Nets reached from selected ports:
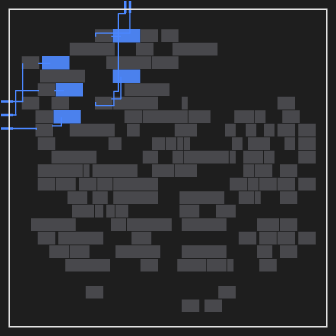
Congestion heat map:
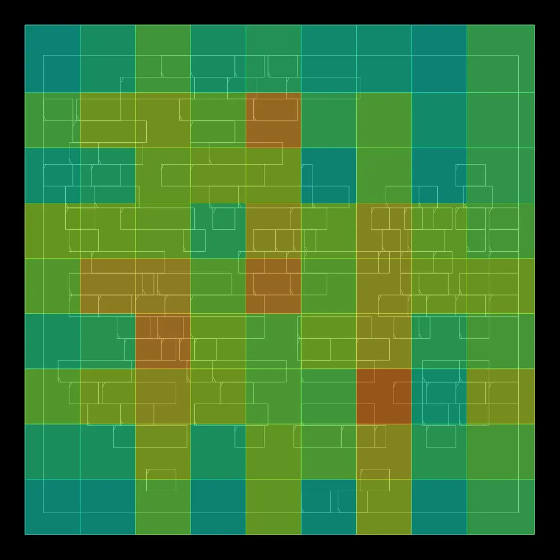
Placement density heat map:
6 x 6 tiles, from white (low) to dark blue (high), 0 to 100% covered.
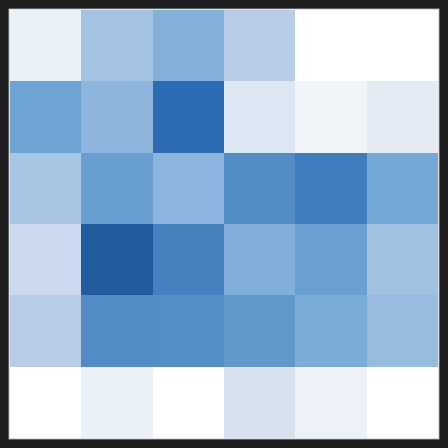
The metal 1 layer:
Supply wires on this layer in gray.
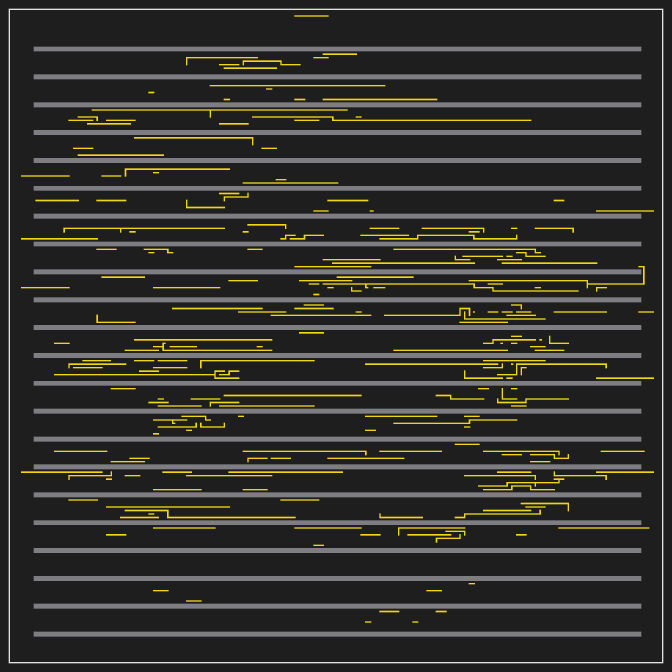
==> config.mk <==
export PLATFORM = sky130hd
export DESIGN_NAME = tlb_op_ctrl
export DESIGN_NICKNAME = d
export VERILOG_FILES = /design/src/rtl/tlb_op_ctrl.sv
export SDC_FILE = /design/constraint.sdc
export NUM_CORES = 1
export LEC_CHECK = 0
export CORE_MARGIN = 2
export CORE_UTILIZATION = 30
export DETAILED_ROUTE_END_ITERATION = 16
export PLACE_DENSITY_LB_ADDON = 0.3
export SYNTH_ARGS = -nofsm -noshare
export SYNTH_HDL_FRONTEND = slang
export SYNTH_SLANG_ARGS = --single-unit
==> constraint.sdc <==
create_clock -name clk -period 5.2 [get_ports clk]
set_input_delay 1.56 -clock clk [delete_from_list [all_inputs] [get_ports clk]]
set_output_delay 1.56 -clock clk [all_outputs]
set_load 0.005 [all_outputs]
==> run notes <==
Results of the full flow below.

Clock tree:
- The post-CTS hold buffer count recorded in the log is 0.
- The run puts the post-CTS setup buffer count at 0.
- The skew report gives the latency at the later pin of the worst-skew pair as 0.29 ns.
- The run puts the maximum clock path buffer count at 2.
- In this run the number of H-tree levels came out at 1.
- The tree is rooted in a sky130_fd_sc_hd__clkbuf_4.
- The run gives the TritonCTS clock tree as built.
- The run gives the number of buffers inserted during clock tree synthesis as 3.
- After clock tree synthesis, the clock-pin slew on the worst setup and hold paths is 0.11 ns.
- The run puts the number of cells upsized or downsized after cts at 0.

Synth:
- The run puts the net count entering floorplan at between 90 and 100.
- The number of cells reported by Yosys stat comes to 78.
- In this run, synthesis inferred 0 flip-flops with an integrated enable.
- The run puts the unique cell type count in the Yosys netlist at 27.
- Among all flip-flop cells after synthesis, the most frequent one is sky130_fd_sc_hd__dfrtp_1.
- Synthesis inferred 22 register bits.
- The run puts the post-synthesis chip area from yosys at 0.00107 sq mm.
- The run gives the synthesis warning total as 0.
- The run puts the share of flip-flops with an asynchronous set or reset after synthesis at 100%.
- The run puts the post-synthesis instance area at 0.00107 sq mm.
- The run gives the average cell area after synthesis as 13.7 sq um.
- The run gives the sequential element share of the synthesized area as 51.6%.

Place:
- Timing analysis after detailed placement gives a worst setup slack of 0.496 ns.
- At the end of routability-driven placement, the weighted congestion stood at between 0.7 and 0.8.

Final timing:
- The run puts the maximum achievable frequency at 212 MHz.
- The run gives the slack of the critical path as 0.488 ns.
- Setup repair after global routing left no endpoint under its margin.
- Clock skew on the completed layout was measured at 0.00513 ns.
- The final timing report counts setup violations totalling 0.
- The run gives the post-layout period usage of the worst path as between 90% and 100%.
- Pins over their slew limit in the final report were tallied at 0.
- The run puts the final critical-path required period at about 4.7 ns.
- The run puts the slew at the pin closest to its max-slew limit at about 0.95 ns.

Worst hold path:
- In this run the worst hold path is classified as flip-flop to flip-flop.
- The run puts the worst hold path cell count at 1.

Floorplan:
- The run puts the total number of placement rows at 21.
- The run gives the overall die height as 63.6 um.
- The run puts the area of the die at 0.00405 sq mm.

Critical path:
- The critical path endpoint has a required time of 3.64 ns.
- The run gives the arrival time at the worst endpoint as between 3 and 4 ns.
- In the setup report, the worst path falls into the class primary input to output port.
- STA classifies the critical path startpoint as a primary input.
- The worst setup path is captured at an output port.

Routing:
- The run gives the post-detailed-route via-to-cell ratio as 4.47.
- The run gives the number of DRC violations after detailed routing as 0.
- The run puts the iteration tally of the first detailed-router pass at 2.

Pwr:
- The run gives the total power divided by cell area as 476 mW/mm^2.
- The script extracted a total leakage power of 0.675 nW.

Global route:
- The run puts the first-pass GRT wire length at 3350 um.
- The run gives the number of global-route vias before repair as around 730.
- The run gives the number of antenna violations at the first check in global routing as 0.

Cells and area:
- The run puts the final layout net count at about 140.
- The run puts the growth of design area from synthesis to finish at 41.7%.
- By instance count after routing, the leading logic cell type is sky130_fd_sc_hd__clkdlybuf4s50_1.
- The run puts the count of inserted antenna diode cells at 0.
- The run puts the total non-filler cell area in the finished layout at ~0.0015 sq mm.
- Of the cells placed in the final design, the portion with a size suffix greater than 1 is 18.8%.

Job:
- The number of warnings reported in the stage logs is 29.
- Across the run, the number of max-cap violations was 0.

Outcome:
- The run finished with clean final reports.
Notes on 'nets reached from selected ports' above:
| color | port | bits | direction | edge | end cells | buffers | wire |
|---|---|---|---|---|---|---|---|
| blue | srch_idx_i | 5 | input | 3 left, 2 top | 5 | 5 | 78.4 um |
I/O pin cnt: 38
Port Buf Inserts: 37

Notes on 'congestion heat map' above:
share of the core filled with cells: 44.6%
fraction of met1 tracks used by global routing: 14.7%
total routing resource utilization after global routing: 10.4%
met3 track utilization from global routing: 1.96%
Routed WL per cell: 12.3 um

Notes on 'placement density heat map' above:
emptiest ninth of the die: top right
fullest tile: 83%
nearly empty tiles: 14%
tiles over 75% full: 5.6%
mean over tiles: 36%
share of the core filled by cells before placement: 31.5%
area of the core region: 0.00339 sq mm

Notes on 'the metal 1 layer' above:
main direction: horizontal
share of all routed wire: 50%
nets with wire on the layer: 115
wire length on this layer: 1010 um
Final Routed Wirelength: 2000 um
Via Count: 729

## report_power, final
part           total (mW)  switching, mW  internal (mW)
registers           0.288         0.0559          0.232
logic               0.358          0.117          0.241
clock network      0.0734         0.0464         0.0269
## final cells by class
type	instances	area (sq um)
repair buffers	37	370
inverters	3	11.3
flip-flops and latches	22	551
multi-input cells	52	500
well taps	46	57.6
clock buffers	3	22.5
fillers	311	1880
## critical path: stages
cell and delay (ns):
sky130_fd_sc_hd__clkdlybuf4s50_1 0.45, sky130_fd_sc_hd__nor2b_1 0.17, sky130_fd_sc_hd__a31oi_2 0.25, sky130_fd_sc_hd__and4b_1 0.23, sky130_fd_sc_hd__clkdlybuf4s50_1 0.49
## cell families (layout without fill, tap and decap cells)
group           count (synthesis)  after routing  share of synthesized area (%)
simple gates                   26             26                           18.4
mux                            14             14                           16.9
xor+xnor                        3              3                           2.46
compound gates                  4              4                           3.28
fa+ha+maj                       5              5                           5.86
flops                          22             22                           51.6
buf+inv                         4             43                           1.52
## metal layers
metal  wire length (um)  vias up
met5                  0        -
met4                  0        0
met3                111        0
met2                881       27
met1               1010      345
li1                   -      357
## through the flow
step / power [mW] / instances / hold slack [ns]
after global routing: 0.778 / 163 / 0.500
after detailed placement: 0.654 / 160 / 0.462
after CTS: 0.731 / 163 / 0.478
after global placement: 0.645 / 160 / 0.464
final: 0.720 / 163 / 0.480
after floorplan: 0.460 / 78 / 0.438
## cells in the mapped netlist, drive strengths merged (2+ instances only)
library cell | n | area [sq um]
nand3 | 2 | 10.0
nor2b | 5 | 31.3
and4b | 3 | 30.0
ha | 5 | 62.6
and2 | 2 | 12.5
inv | 3 | 11.3
nand2b | 2 | 12.5
dfrtp | 22 | 551
a31oi | 2 | 18.8
xnor2 | 2 | 17.5
nor2 | 3 | 11.3
mux2 | 14 | 180
Power figures rest on the tool's default switching activity, not on a simulated workload.
